$ cat config.mk
export PLATFORM = sky130hd
export DESIGN_NAME = fsm_sdr_param
export DESIGN_NICKNAME = d
export VERILOG_FILES = /design/src/rtl/fsm_sdr_param.sv
export SDC_FILE = /design/constraint.sdc
export NUM_CORES = 1
export LEC_CHECK = 0
export CORE_AREA = 2 2 127 141
export CTS_CLUSTER_SIZE = 20
export DETAILED_ROUTE_END_ITERATION = 16
export DIE_AREA = 0 0 129 143
export DONT_BUFFER_PORTS = 1
export PLACE_DENSITY_LB_ADDON = 0.2
export SYNTH_ARGS = -nofsm -noshare
export SYNTH_HDL_FRONTEND = slang
export SYNTH_SLANG_ARGS = --single-unit
$ cat constraint.sdc
create_clock -name sdram_clk -period 2.25 [get_ports sdram_clk]
set_input_delay 0.3375 -clock sdram_clk [delete_from_list [all_inputs] [get_ports sdram_clk]]
set_output_delay 0.3375 -clock sdram_clk [all_outputs]
set_load 0.01 [all_outputs]
$ cat src/rtl/fsm_sdr_param.sv
`timescale 1ns/1ps
// fsm_sdr_param: SDR SDRAM command sequencer.
// Init, refresh, open-page tracking and wrapped bursts.
module fsm_sdr_param #(
  parameter int         ba_size     = 2,
  parameter int         row_size    = 13,
  parameter int         col_size    = 9,
  parameter int         t_rp        = 2,
  parameter int         t_rcd       = 2,
  parameter int         t_rfc       = 7,
  parameter int         close_page  = 0,
  parameter int         init_cycles = 32,
  parameter logic [2:0] init_cl     = 3'b010
) (
  input  logic                                  sdram_clk,
  input  logic                                  sdram_rst_n,
  input  logic [ba_size+row_size+col_size-1:0] adr_i,
  input  logic                                  we_i,
  input  logic [1:0]                            bte_i,
  input  logic                                  req_i,
  output logic                                  ack_o,
  input  logic                                  fifo_empty,
  output logic                                  fifo_rd,
  input  logic                                  refresh_req,
  output logic                                  cmd_aref,
  output logic [ba_size-1:0]                    ba,
  output logic [12:0]                           a,
  output logic [2:0]                            cmd,
  output logic                                  dq_oe,
  output logic                                  cmd_read
);

  localparam int AW = ba_size + row_size + col_size;
  localparam int NB = 1 << ba_size;

  localparam logic [2:0] C_NOP = 3'b111;
  localparam logic [2:0] C_ACT = 3'b011;
  localparam logic [2:0] C_RD  = 3'b101;
  localparam logic [2:0] C_WR  = 3'b100;
  localparam logic [2:0] C_PCH = 3'b010;
  localparam logic [2:0] C_REF = 3'b001;
  localparam logic [2:0] C_LMR = 3'b000;

  localparam logic [4:0]  RP_END   = 5'(t_rp - 1);
  localparam logic [4:0]  RP_CNT   = 5'(t_rp);
  localparam logic [4:0]  RCD_END  = 5'(t_rcd - 1);
  localparam logic [4:0]  RFC_LEN  = 5'(t_rfc - 1);
  localparam logic [4:0]  INIT_END = 5'(init_cycles - 1);
  localparam logic        CP       = (close_page != 0);
  localparam logic [12:0] A10      = 13'h0400;
  localparam logic [12:0] LMR_A    =
    {3'b000, 1'b0, 2'b00, init_cl, 1'b0, 3'b001};

  typedef enum logic [2:0] {
    S_INIT, S_IDLE, S_RFR, S_ADR, S_PCH, S_ACT, S_RW
  } state_t;

  state_t r_state, w_nstate;
  logic [4:0] r_cnt;

  logic [ba_size-1:0]  r_bank;
  logic [row_size-1:0] r_row;
  logic [col_size-1:0] r_col;
  logic                r_we;
  logic [1:0]          r_bte;

  logic [NB-1:0]       r_open;
  logic [row_size-1:0] r_rows [NB];

  logic [2:0]         r_cmd;
  logic [ba_size-1:0] r_ba;
  logic [12:0]        r_a;
  logic r_ack, r_frd, r_aref, r_read, r_dq_oe, r_wr1;

  logic [2:0]          w_cmd;
  logic [ba_size-1:0]  w_ba;
  logic [12:0]         w_a;
  logic w_ack, w_frd, w_aref, w_read;
  logic w_hold, w_cap, w_act, w_clr_all, w_clr_bank;
  logic w_hit, w_last;
  logic [3:0]          w_mask;
  logic [3:0]          w_beat;
  logic [col_size-1:0] w_col;
  logic [11:0]         w_colx;
  logic [12:0]         w_cola;
  logic [4:0]          w_ref_cnt;
  logic [4:0]          w_rfr_end;

  // Burst column generation and bank/row lookup.
  always_comb begin
    w_hit = r_open[r_bank] && (r_rows[r_bank] == r_row);
    unique case (r_bte)
      2'b00:   w_mask = 4'h0;
      2'b01:   w_mask = 4'h3;
      2'b10:   w_mask = 4'h7;
      default: w_mask = 4'hf;
    endcase
    w_beat = r_cnt[4:1];
    w_last = (r_cnt == {w_mask, 1'b1});
    w_col = r_col;
    w_col[3:0] = (r_col[3:0] & ~w_mask)
               | ((r_col[3:0] + w_beat) & w_mask);
    w_colx = 12'(w_col);
    w_cola = {w_colx[11:10], CP, w_colx[9:0]};
    w_ref_cnt = (|r_open) ? RP_CNT : 5'd0;
    w_rfr_end = w_ref_cnt + RFC_LEN;
  end

  // Next state and next command.
  always_comb begin
    w_nstate   = r_state;
    w_cmd      = C_NOP;
    w_ba       = '0;
    w_a        = '0;
    w_ack      = 1'b0;
    w_frd      = 1'b0;
    w_aref     = 1'b0;
    w_read     = 1'b0;
    w_hold     = 1'b0;
    w_cap      = 1'b0;
    w_act      = 1'b0;
    w_clr_all  = 1'b0;
    w_clr_bank = 1'b0;
    unique case (r_state)
      S_INIT: begin
        if (r_cnt == INIT_END) begin
          w_cmd    = C_LMR;
          w_a      = LMR_A;
          w_nstate = S_IDLE;
        end else if (r_cnt == 5'd3) begin
          w_cmd = C_PCH;
          w_a   = A10;
        end else if (r_cnt == 5'd7 || r_cnt == 5'd19) begin
          w_cmd  = C_REF;
          w_aref = 1'b1;
        end
      end
      S_IDLE: begin
        if (refresh_req) begin
          w_nstate = S_RFR;
        end else if (req_i) begin
          w_ack    = 1'b1;
          w_cap    = 1'b1;
          w_nstate = S_ADR;
        end
      end
      S_RFR: begin
        if ((|r_open) && r_cnt == 5'd0) begin
          w_cmd = C_PCH;
          w_a   = A10;
        end else if (r_cnt == w_ref_cnt) begin
          w_cmd  = C_REF;
          w_aref = 1'b1;
        end
        if (r_cnt == w_rfr_end) begin
          w_nstate  = S_IDLE;
          w_clr_all = 1'b1;
        end
      end
      S_ADR: begin
        if (w_hit)
          w_nstate = S_RW;
        else if (!r_open[r_bank])
          w_nstate = S_ACT;
        else
          w_nstate = S_PCH;
      end
      S_PCH: begin
        if (r_cnt == 5'd0) begin
          w_cmd = C_PCH;
          w_ba  = r_bank;
        end
        if (r_cnt == RP_END)
          w_nstate = S_ACT;
      end
      S_ACT: begin
        if (r_cnt == 5'd0) begin
          w_cmd = C_ACT;
          w_ba  = r_bank;
          w_a   = 13'(r_row);
          w_act = 1'b1;
        end
        if (r_cnt == RCD_END)
          w_nstate = S_RW;
      end
      S_RW: begin
        if (!r_cnt[0]) begin
          if (r_we) begin
            if (!fifo_empty) begin
              w_cmd = C_WR;
              w_ba  = r_bank;
              w_a   = w_cola;
              w_frd = 1'b1;
            end else begin
              w_hold = 1'b1;
            end
          end else begin
            w_cmd  = C_RD;
            w_ba   = r_bank;
            w_a    = w_cola;
            w_read = 1'b1;
          end
        end
        if (w_last) begin
          w_nstate   = S_IDLE;
          w_clr_bank = CP;
        end
      end
      default: w_nstate = S_IDLE;
    endcase
  end

  // State register and shared step counter.
  always_ff @(posedge sdram_clk) begin
    if (!sdram_rst_n) begin
      r_state <= S_INIT;
      r_cnt   <= '0;
    end else begin
      r_state <= w_nstate;
      if (w_nstate != r_state)
        r_cnt <= '0;
      else if (!w_hold)
        r_cnt <= r_cnt + 5'd1;
    end
  end

  // Latch the accepted request.
  always_ff @(posedge sdram_clk) begin
    if (w_cap) begin
      r_bank <= adr_i[AW-1 -: ba_size];
      r_row  <= adr_i[col_size +: row_size];
      r_col  <= adr_i[col_size-1:0];
      r_we   <= we_i;
      r_bte  <= bte_i;
    end
  end

  // Open-bank flags.
  always_ff @(posedge sdram_clk) begin
    if (!sdram_rst_n)
      r_open <= '0;
    else if (w_clr_all)
      r_open <= '0;
    else if (w_act)
      r_open[r_bank] <= 1'b1;
    else if (w_clr_bank)
      r_open[r_bank] <= 1'b0;
  end

  // Row currently open in each bank.
  always_ff @(posedge sdram_clk) begin
    if (w_act)
      r_rows[r_bank] <= r_row;
  end

  // Registered command bus and strobes.
  always_ff @(posedge sdram_clk) begin
    if (!sdram_rst_n) begin
      r_cmd   <= C_NOP;
      r_ba    <= '0;
      r_a     <= '0;
      r_ack   <= 1'b0;
      r_frd   <= 1'b0;
      r_aref  <= 1'b0;
      r_read  <= 1'b0;
      r_dq_oe <= 1'b0;
      r_wr1   <= 1'b0;
    end else begin
      r_cmd   <= w_cmd;
      r_ba    <= w_ba;
      r_a     <= w_a;
      r_ack   <= w_ack;
      r_frd   <= w_frd;
      r_aref  <= w_aref;
      r_read  <= w_read;
      r_wr1   <= (r_cmd == C_WR);
      r_dq_oe <= (r_cmd == C_WR) | r_wr1;
    end
  end

  assign cmd      = r_cmd;
  assign ba       = r_ba;
  assign a        = r_a;
  assign ack_o    = r_ack;
  assign fifo_rd  = r_frd;
  assign cmd_aref = r_aref;
  assign cmd_read = r_read;
  assign dq_oe    = r_dq_oe;

endmodule
Figure 1. Supply network (run 1).
The bar under the picture is 50 um long. Pins as bars on the die edge. Tap cells in grey.
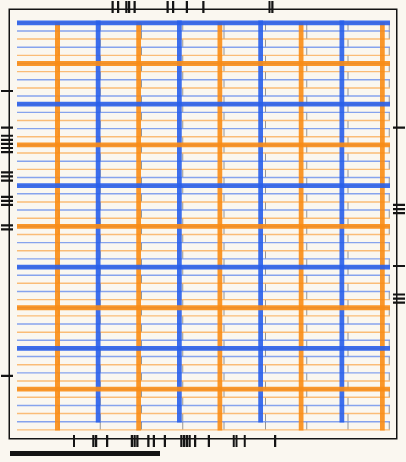
| net | colour |
|---|---|
| VDD | blue |
| VSS | orange |
met5 straps: 10
signal pins: 55
met4 straps: 9
met1 rails: 51
rows: 50
width of the die: 129 um
largest voltage drop on the vdd net: 0.0004758 V

Figure 2. Track usage over the die (run 1).
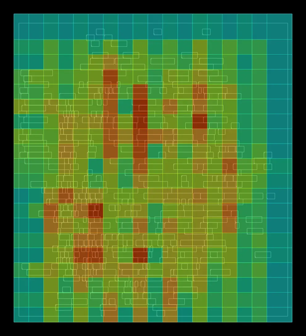
peak-usage layer in the global routing report: met2
average wire length per cell after detail routing: 17.40 um

Figure 3. Layout detail (run 1).
Window x 84 to 109, y 23 to 48 um. Cells in grey, sequential cells in the stronger grey; small squares are vias.
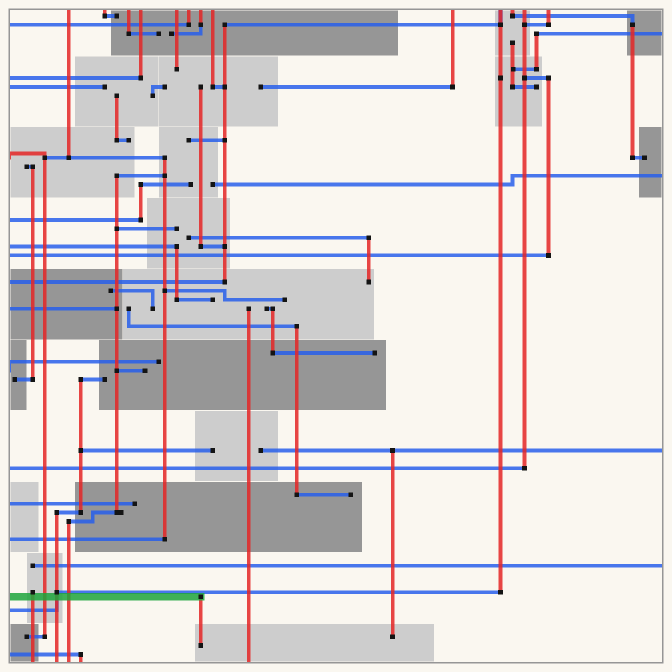
| layer | colour |
|---|---|
| metal 2 | red |
| metal 1 | blue |
| metal 3 | green |
sequential cells in the window: 3
most frequent: edfxtp_1 (3), xor2_1 (2)
netlist names of flops here include: r_rows (3)
cells with their middle in the window: 13

==> notes.md, run 1 <==
Notes on the physical design

The later pin in the worst-skew pair is clocked with a latency of 0.41 ns. Excluding fillers, the count of instances in the completed layout stands at 643. The number of clock sinks is 117. The launch point of the worst min-delay path is recorded as adr_i[17]. The commonest cells after synthesis are sky130_fd_sc_hd__edfxtp_1 (79), sky130_fd_sc_hd__dfxtp_1 (38), sky130_fd_sc_hd__nor2_1 (26). The critical path start-end classification is reg -> reg. The total chip power is 5095 uW.

The number of placement rows is 50. For this design, Yosys synthesis ends with a cell count of 345. Yosys reports a chip area of 4847 um2. The synthesized netlist cell count is 345. The power report puts the leakage power at 0.002185 uW. The worst relative slew slack is 60.35%. The most instantiated library cell after synthesis is sky130_fd_sc_hd__edfxtp_1. TritonCTS built the clock tree. The largest net degree at the start of global routing is 17. The synthesis report gives the async set-or-reset register share as 0%. The unique cell type count in the Yosys netlist is 53. The buffer levels on the longest clock path is 2. STA shows the worst reg2reg path with a cell count of 5. The number of nets produced by synthesis is 385.

The remaining routing DRC violations is 0. The smallest clock period supported by the final layout is computed as 2.038 ns. After its last routability iteration, the placer logged a weighted congestion of 0.7849. The total non-filler cell area in the finished layout is 6125 um2. The number of synthesis warnings is 0. The routed wire length is 11,190 um.

Per the OpenROAD floorplan log, the area of the die is 18,450 um2. The worst setup path is launched from a flop. Per the synth stats, the flop cell with the highest instance count is sky130_fd_sc_hd__edfxtp_1. Pins over their slew limit in the final report were tallied at 0. The script logs the ratio of routed vias to standard cells as 4.653. Per the post-place timing report, worst setup slack is 0.1031 ns. The hold path depth is 0. The sum of overflow across all layers after global routing is 0. Hold timing on the final database bottoms out at a slack of 0.02323 ns. The number of enable flip-flop cells is 79.

For reference, the post-synthesis area per instance comes to 14.05 um2. The OpenROAD warning count is 29. For reference, the top cells by area after synthesis are sky130_fd_sc_hd__edfxtp_1 (49%), sky130_fd_sc_hd__dfxtp_1 (16%), sky130_fd_sc_hd__mux4_1 (3.3%).

The detailed-placement wirelength estimate is 7875 um. The post-synthesis sequential element count is 117. The portion of the post-synthesis area used by sequential elements is 64.64%. The flow ran to the end, and the final reports show no timing, DRC or antenna violations. The report lists the power per cell area as 831.9 nW/um2.

Looking at the worst setup and hold paths, the clock pins of their registers show a slew of 0.05 ns. The setup-violating endpoint count in the final report is 0. The filler cells instantiated in the layout total 1,665. Per the CTS log, the maximum H-tree level is 4. The initial antenna violation count is 0. In this run the biggest area consumer among cell types represents 48.94% of the synthesized area. The type of destination of the critical path is a flop. The via count of the first global-routing pass is 3,110. Across the run, the number of max-cap violations was 0. The number of cells in the design after placement is 586. The final timing report lists a hold violation count of 0. For this block, the via count after detailed routing is 2,992. The initial core utilization is 28.59%. Dividing the final minimum period by the clock period gives 90.60%. The first global-routing pass estimated 17,710 um of wire. The buffer type at the clock tree root is sky130_fd_sc_hd__clkbuf_16. The final worst slack is 0.2115 ns.

Of the cells placed in the final design, the portion with a size suffix greater than 1 is 17.60%. Setup repair after global routing left no endpoint under its margin. The count of nets left with antenna violations after detail routing is 0. The final layout contains 436 nets.

The placed standard-cell area is 5304 um2. Per the timing report, the most critical flop-to-flop path originates at r_cnt[3].
==> run 1: state kept, by name, indices dropped and copies added, names as in the netlist, named ones only <==
name,count
r_col,9
r_cnt,5
a,13
ack_o,1
fifo_rd,1
cmd,3
r_bank,2
dq_oe,1
cmd_aref,1
r_bte,2
r_row,13
r_wr1,1
r_state,3
cmd_read,1
r_rows,52
ba,2
r_we,1
r_open,4
==> run 1: per-stage QoR <==
stage,setup TNS [ns],util [%]
floorplan,-5.378,-
global placement,0,31.28
detailed placement,0,31.28
CTS,0,35.41
global route,0,36.13
finish,0,36.13
==> run 1: routing by layer <==
metal  global-route usage (%)  part of all wire, %  up-vias
li1                         -                    -     1416
met1                    16.15                   44     1487
met2                    21.33                   50       74
met3                    4.234                  4.5       15
met4                    5.606                  2.3        0
met5                        0                    0        -
==> run 1: where the power goes <==
group          total [uW]  leakage (uW)  switching [uW]  internal (uW)
Clock                2530      0.000283             910           1620
Combinational         235      0.000884             121            113
Sequential           2330       0.00102            36.0           2300
==> run 1: cell usage in the layout, fill, tap and decap left out, drive strengths merged, types with 4 or more instances in the layout <==
master       instances
nor3                11
a22oi                7
nor2b                4
clkbuf              25
a21oi                7
nor2                26
and3                 8
inv                  9
dlygate4sd3         25
nand2b               8
o21ai                9
nand4                5
edfxtp              79
xor2                16
xnor2                6
mux4                12
buf                 23
ha                   7
dfxtp               38
nand3                6
clkinv               6
nand2               19
nor4                 5
o21a                 4
mux2i                7
==> run 1: final timing paths <==
check             endpoint  slack [ns]
setup / recovery  r_cnt[0]        0.21
hold / removal    r_row[8]        0.02
setup reg to reg  r_cnt[0]        0.21
hold reg to reg      dq_oe        0.43
==> run 1: critical path, stage by stage, from the launching register on <==
cell and delay (ns):
sky130_fd_sc_hd__dfxtp_1 0.56, sky130_fd_sc_hd__or3b_2 0.47, sky130_fd_sc_hd__mux2i_1 0.29, sky130_fd_sc_hd__nand3_1 0.17, sky130_fd_sc_hd__a41oi_2 0.32, sky130_fd_sc_hd__nor3_1 0.10
==> run 1: cell families after synthesis <==
kind of cell	count (synthesis)	synth area share, %
AND-OR/OR-AND	46	6.944
XOR/XNOR	22	3.975
adder cells (fa/ha/maj)	8	2.220
buffers and inverters	25	2.401
flip-flops	117	64.64
multiplexers	21	7.950
AND/OR/NAND/NOR	106	11.87
==> run 1: final cells by class <==
type | count | area [um2] | share of cell area, %
flip-flops and latches | 117 | 3134 | 51.17
multi-input cells | 203 | 1609 | 26.27
clock buffers | 25 | 528.0 | 8.621
repair buffers | 48 | 485.5 | 7.926
well taps | 234 | 292.8 | 4.780
clock inverters | 7 | 41.29 | 0.6742
inverters | 9 | 33.78 | 0.5516
==> run 1: repair_timing <==
item,CTS,global route
endpoints found under the hold margin,13,12
hold buffers,13,12
setup buffers,0,0
resized,0,1
setup endpoints to repair,0,5
--- run 2 (diff from run 1) ---
--- a/config.mk
+++ b/config.mk
@@ -10,6 +10,7 @@
 export DETAILED_ROUTE_END_ITERATION = 16
 export DIE_AREA = 0 0 129 143
 export DONT_BUFFER_PORTS = 1
+export GPL_ROUTABILITY_DRIVEN = 0
 export PLACE_DENSITY_LB_ADDON = 0.2
 export SYNTH_ARGS = -nofsm -noshare
 export SYNTH_HDL_FRONTEND = slang
==> notes.md, run 2 <==
Notes on the physical design

The initial antenna violation count was 0. The total count of max-transition violations in the final report is 0. In the Yosys report, the sequential cells make up 64.64% of the chip area. The critical path start-end classification is reg -> reg. Averaged over all synthesized cells, the footprint is 14.05 um2.

Entering global routing, the biggest net connects 17 pins. The buffer levels on the longest clock path is 2. The power report puts the leakage power at 0.002185 uW. The largest delay contributor family on the critical path is simple AND/OR/NAND/NOR gates. The post-synthesis sequential element count is 117. The share of layout cells above drive strength 1 is 17.60%.

Power spread over the standard cell area amounts to 831.9 nW/um2. The CTS buffer count is 17. According to the floorplan report, the die width is 129 um. TritonCTS built the clock tree. The arrival time reported for the critical path endpoint is 2.32 ns. The total die size is 18,450 um2.

Between clock sinks in the finished design, the worst skew comes to 0.006462 ns. The worst vdd rail ir drop is 0.0004758 V. Setup repair after global routing left no endpoint under its margin. The die is 143 um tall. The most instantiated logic cell after routing is sky130_fd_sc_hd__edfxtp_1. The async set-reset flop share out of synthesis is 0%. Per the final timing report, the hold violations number 0. The routed design could run at a clock period as short as 2.038 ns. The count of nets left with antenna violations after detail routing is 0. The chip area line in the Yosys stat output reads 4847 um2.

The DRC violation total left in the routed layout is recorded as 0. The critical path in the final layout is reported with a setup slack of 0.2115 ns. The number of detailed-routing iterations run before antenna repair is 4. The worst relative slew slack is 60.35%. Looking at the critical path, the single cell with the biggest stage delay is sky130_fd_sc_hd__dfxtp_1. The via count of the first global-routing pass is 3,110. The boundary pin count is 55. The pin closest to its max-slew limit shows a slew of 0.5902 ns. The sequential cell fraction of total power is 45.8%. The number of antenna diodes is 0. During synthesis, Yosys emitted a total of 0 warnings. The part of the total power dissipated in combinational logic is 4.6%. The register with the most flip-flops is r_rows. The synthesis run shows the most used standard cells to be sky130_fd_sc_hd__edfxtp_1 (79), sky130_fd_sc_hd__dfxtp_1 (38), sky130_fd_sc_hd__nor2_1 (26). Detailed placement finished with a half-perimeter wire length of 7875 um. The peak per-stage delay on the critical path is 0.56 ns.

The met2 demand-to-capacity share in global routing is 21.33%. The number of maximum-capacitance violations recorded for the run is 0. The total internal power is 4028 uW. For this run, the leading register cell type out of synthesis is sky130_fd_sc_hd__edfxtp_1.

The later pin in the worst-skew pair is clocked with a latency of 0.41 ns. The number of standard cells reported by yosys is 345. The unique cell type count in the Yosys netlist is 53. The most common logic cells in the final layout are sky130_fd_sc_hd__edfxtp_1 (79), sky130_fd_sc_hd__dfxtp_1 (37), sky130_fd_sc_hd__nor2_1 (26). The setup-violating endpoint count in the final report is 0.

The placement report lists the number of port buffers as 0. The register with the most flip-flops in the layout has 52 of them. The layout stage reports a final design area of 6125 um2.

By area the synthesized netlist is led by sky130_fd_sc_hd__edfxtp_1 (49%), sky130_fd_sc_hd__dfxtp_1 (16%), sky130_fd_sc_hd__mux4_1 (3.3%). The tool warning count for the run is 29. The tree is rooted in a sky130_fd_sc_hd__clkbuf_16.

The type of destination of the critical path is a flop. After floorplanning, the core was divided into 50 placement rows. The initial core utilization is 28.59%. The routed wire length is 11,190 um. The switching share of power is 20.94%. Per the synthesis report, the single largest cell type by area occupies 48.94% of cell area. The clock network is responsible for 49.6% of the overall power. Buffers added to address setup during post-CTS repair amount to 0. The met3 demand-to-capacity share in global routing is 4.234%. Along the critical path, the tally of buffer and inverter instances is 0. The flow ran to the end, and the final reports show no timing, DRC or antenna violations.

The number of nets in the layout is 436. The placeable core area is 16,950 um2. The net switching power is 1067 uW. After clock tree synthesis, the clock-pin slew on the worst setup and hold paths is 0.05 ns. Prior to clock tree synthesis, the placed netlist has a worst setup slack of 0.1031 ns. The sum of overflow across all layers after global routing is 0. The signal on the critical path passes through or3b_2 -> mux2i_1 -> nand3_1 -> a41oi_2 -> nor3_1. The post-synth count of flops with an enable pin is 79. The most frequently used library cell after synthesis is sky130_fd_sc_hd__edfxtp_1. Summing all placed instances gives a cell area of 5304 um2.

TritonRoute output was used to compute an average wire per cell of 17.40 um. The number of clock sinks is 117. Counting every instance in the synthesized netlist gives 345. The H-tree was split into 4 levels. The via count normalized by instance count is 4.653.

The global-route wire length before repair is 17,710 um. The sort of element at the start of the critical path is a flop. The critical path data required time is 2.54 ns. Of the available clock period, the critical path in the final layout requires 90.60%.

The total via count in the routed design is 2,992. On met1, the global router reports a usage of 16.15%. Per the GRT log, the top usage layer is met2. The number of nets produced by synthesis is 385.
run 2: cell counts after synthesis:
No cell type changed its count.
run 2: layer usage:
layer  vias up  wire length (um)
li1       1416                 -
met1      1487              4884
met2        74              5548
met3        15               498
met4         0               256
met5         -                 0
run 2: repair_timing:
| action | in CTS | in global routing |
|---|---|---|
| endpoints found under the setup margin | 0 | 5 |
| gates resized | 0 | 1 |
| hold endpoints to repair | 13 | 12 |
| hold buffers | 13 | 12 |
run 2: worst register-to-register path, stage by stage (launching register included):
cell	delay [ns]
sky130_fd_sc_hd__dfxtp_1	0.56
sky130_fd_sc_hd__or3b_2	0.48
sky130_fd_sc_hd__mux2i_1	0.29
sky130_fd_sc_hd__nand3_1	0.17
sky130_fd_sc_hd__a41oi_2	0.32
sky130_fd_sc_hd__nor3_1	0.10
run 2: kinds of logic (layout without fill, tap and decap cells):
| group | Yosys count | in the layout | share of synthesized area, % |
|---|---|---|---|
| compound gates | 46 | 46 | 6.944 |
| xor+xnor | 22 | 22 | 3.975 |
| fa+ha+maj | 8 | 8 | 2.220 |
| buf+inv | 25 | 89 | 2.401 |
| flops | 117 | 117 | 64.64 |
| mux | 21 | 21 | 7.950 |
| simple gates | 106 | 106 | 11.87 |
run 2: worst paths after layout:
check | start | cells past startpoint | end | slack [ns]
worst min-delay path | adr_i[17] | 0 | r_row[8] | 0.02
worst max-delay path | r_cnt[3] | 5 | r_cnt[0] | 0.21
worst min register to register | r_wr1 | 1 | dq_oe | 0.43
worst max register to register | r_cnt[3] | 5 | r_cnt[0] | 0.21
run 2: area by class of cell:
cell class              instances  area [um2]
fillers                      1665       10830
clock inverters                 7       41.29
well taps                     234       292.8
flip-flops and latches        117        3134
repair buffers                 48       485.5
inverters                       9       33.78
multi-input cells             203        1609
clock buffers                  25       528.0
run 2: power by group through the flow:
stage,Sequential (uW),Combinational [uW],Clock [uW]
finish,2330,235,2530
global route,2340,270,2690
CTS,2330,218,2600
detailed placement,2380,199,0
global placement,2380,200,0
floorplan,2360,155,0
run 2: stage by stage:
stage,setup TNS [ns],cells,total power (uW),hold WS [ns]
floorplan,-5.378,345,2515,0.4035
global placement,0,586,2577,0.4098
detailed placement,0,586,2577,0.4184
CTS,0,631,5150,0.00005876
global route,0,643,5296,0.003118
finish,0,643,5095,0.02323
Figure 4. Track usage over the die (run 2).
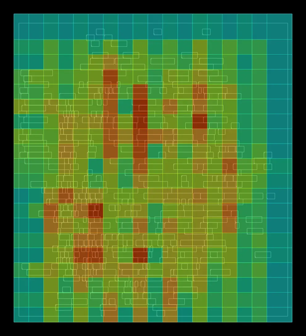
overall global routing resource usage: 13.17%
Core Util, Final: 36.13%

--- run 3 (diff from run 2) ---
==> constraint.sdc (replaced) <==
create_clock -name sdram_clk -period 2.65 [get_ports sdram_clk]
set_input_delay 0.3975 -clock sdram_clk [delete_from_list [all_inputs] [get_ports sdram_clk]]
set_output_delay 0.3975 -clock sdram_clk [all_outputs]
set_load 0.01 [all_outputs]
==> notes.md, run 3 <==
Notes on the physical design

The run finished with clean final reports. After floorplanning, the core was sized to cover 16,950 um2. The via count of the first global-routing pass is 3,002. The global-route wire length before repair is 17,380 um. Synthesis instantiated 53 different standard cells from the library. The final hold violation count is 0. In the routed design, unresolved DRC markers number 0. Across the routed clock network, the largest skew measured is 0.009592 ns. The number of synthesis warnings is 0. The reg-to-reg critical path startpoint is r_cnt[0].

The clock latency on the worst-skew pair is 0.41 ns. Counting pins that exceed their max-slew limit in the final report gives 0. The power density normalized to cell area is 756.6 nW/um2. The repair_antennas step left the layout with diodes totalling 0. The worst setup path is launched from a flop.

The top cell type in the final layout, fill and taps aside, is sky130_fd_sc_hd__edfxtp_1. The register with the most flip-flops in the layout has 52 of them. In this run the deepest clock path goes through 2 buffers.

The maximum level of the CTS H-tree is 4. The die width is 129 um. The detailed-placement wirelength estimate is 7742 um. By count the netlist is led by sky130_fd_sc_hd__edfxtp_1 (79), sky130_fd_sc_hd__dfxtp_1 (38), sky130_fd_sc_hd__nor2_1 (26). The top flip-flop cell by instance count after synthesis is sky130_fd_sc_hd__edfxtp_1. The number of clock sinks is 117. The worst hold margin is 0.06204 ns.

Yosys stat counts 345 cells in the synthesized netlist. The cell depth of the worst flop-to-flop path is 8. The source of the critical timing path is r_cnt[0]. Setup total negative slack on the finished layout was measured at 0 ns.

The via count normalized by instance count is 4.622. Checking max transition, the worst relative margin is 59.13%. Looking at hold timing, the worst path starts from fifo_empty. Per the synthesis report, the single largest cell type by area occupies 48.94% of cell area. The post-CTS setup buffer count is 0.

Per the OpenROAD floorplan log, the height of the die is 143 um. The number of enable flip-flop cells is 79. Post-CTS repair ended up resizing 0 cells. The critical path data required time is 2.94 ns. The run reported a max-capacitance violation count of 0.

The static leakage is 0.002015 uW. The total die size is 18,450 um2. The number of standard cells in the final layout excluding fillers is 609. The type of destination of the critical path is a flop. The number of nets produced by synthesis is 385. Once synthesis finished, the tally of register bits stood at 117.

In this run the VDD rail shows a maximum IR drop of 0.0003949 V. The register with the most flip-flops is r_rows. The setup-violating endpoint count in the final report is 0. The top cell types in the final layout, fill and taps aside, are sky130_fd_sc_hd__edfxtp_1 (79), sky130_fd_sc_hd__dfxtp_1 (38), sky130_fd_sc_hd__nor2_1 (26). TritonCTS created 17 clock buffers. The number of placement rows is 50.

Total power for the finished layout comes to 4346 uW. Setup repair after global routing left no endpoint under its margin. The synthesized netlist cell count is 345. Per the GRT congestion report, total overflow comes to 0. The measured slew at the worst slew-check pin is 0.6053 ns. Yosys instantiated no cell more often than sky130_fd_sc_hd__edfxtp_1. In this run the mean area of a mapped cell was 14.05 um2.

After the last flow step, the layout net total stands at 402. The largest net degree at the start of global routing is 17. The share of layout cells above drive strength 1 is 16.53%.

In this run the clock root is driven by a sky130_fd_sc_hd__clkbuf_16. The main area contributors are sky130_fd_sc_hd__edfxtp_1 (49%), sky130_fd_sc_hd__dfxtp_1 (16%), sky130_fd_sc_hd__mux4_1 (3.3%). Post-synthesis, Yosys gives the total cell area as 4847 um2.

The arrival time reported for the critical path endpoint is 2.52 ns. In this run the tool buffered the top-level ports with 0 buffer cells. Along the worst hold path, the cell count comes to 1. Once the floorplan was initialized, standard cells occupied 28.59% of the core. Once placement completed, the tool counted placed cells totaling 577.

The initial antenna violation count is 0. The count of nets left with antenna violations after detail routing is 0. Of all flip-flops after synthesis, the portion carrying an async set or reset was 0%.
==> run 3: netlist changes by cell type in the layout (fill, tap and decap cells not counted), moves of 2 or more <==
cell                            change
sky130_fd_sc_hd__bufinv_16          +2
sky130_fd_sc_hd__buf_12             -5
sky130_fd_sc_hd__clkbuf_16          -2
sky130_fd_sc_hd__dlygate4sd3_1     -25
sky130_fd_sc_hd__buf_4              -4
==> run 3: final timing paths <==
check | to | slack [ns]
worst max-delay path | r_cnt[2] | 0.42
worst min-delay path | fifo_rd | 0.06
worst max register to register | r_cnt[2] | 0.42
worst min register to register | dq_oe | 0.43
==> run 3: cell families (layout without fill, tap and decap cells) <==
group,count (synthesis),after routing,synth area share (%)
flops,117,117,64.64
simple gates,106,106,11.87
compound gates,46,46,6.944
buf+inv,25,55,2.401
xor+xnor,22,22,3.975
mux,21,21,7.950
fa+ha+maj,8,8,2.220
==> run 3: cell type report <==
class | instances | area (um2)
clock buffer | 22 | 464.2
clock inverter | 10 | 106.4
fill | 1681 | 11210
inverter | 9 | 33.78
multi-input combinational | 203 | 1609
sequential | 117 | 3133
tap | 234 | 292.8
timing repair buffer | 14 | 105.1
==> run 3: critical path, cell delays in order, from the launching register on <==
cell	delay, ns
sky130_fd_sc_hd__dfxtp_1	0.56
sky130_fd_sc_hd__ha_1	0.31
sky130_fd_sc_hd__and3_1	0.18
sky130_fd_sc_hd__ha_1	0.23
sky130_fd_sc_hd__nor2_1	0.06
sky130_fd_sc_hd__a211oi_1	0.28
sky130_fd_sc_hd__o311ai_2	0.14
sky130_fd_sc_hd__a41oi_2	0.26
sky130_fd_sc_hd__nor2_1	0.09
==> run 3: stage by stage <==
step	cell area (um2)	utilization [%]	worst slack, ns
after CTS	5744	33.88	0.4082
after detailed placement	5174	30.52	0.4123
final	5744	33.88	0.4187
after floorplan	4847	-	0.1963
after global routing	5744	33.88	0.1225
after global placement	5174	30.52	0.4929
==> run 3: layer usage <==
layer  global-route usage (%)  wire length, um  share of wire, %
met5                        0                0                 0
met4                    5.664              197               1.8
met3                    4.159              410               3.7
met2                    21.08             5526                50
met1                    16.22             4917                44
==> run 3: report_power, final <==
group / leakage [uW] / internal (uW) / switching, uW
registers: 0.00102 / 1950 / 33.3
clock network: 0.000283 / 1420 / 781
logic: 0.000714 / 66.2 / 93.4
total: 0.00201 / 3440 / 907
Figure 5. Metal layers overlaid (run 3).
Only two layers are drawn.
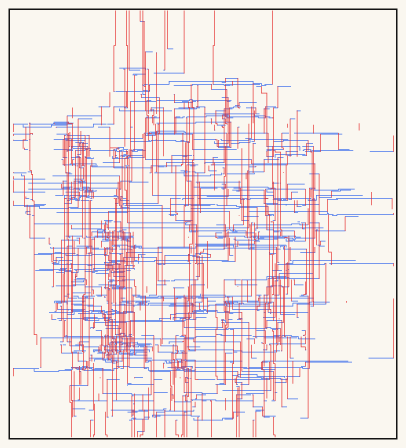
| layer | colour | wire length |
|---|---|---|
| metal 2 | red | 5,530 um |
| metal 1 | blue | 4,920 um |
overall global routing resource usage: 13.11%
average wire length per cell after detail routing: 18.15 um
vias after detailed routing: 2,815
WL final: 11,050 um

Power and IR drop assume default switching activity.
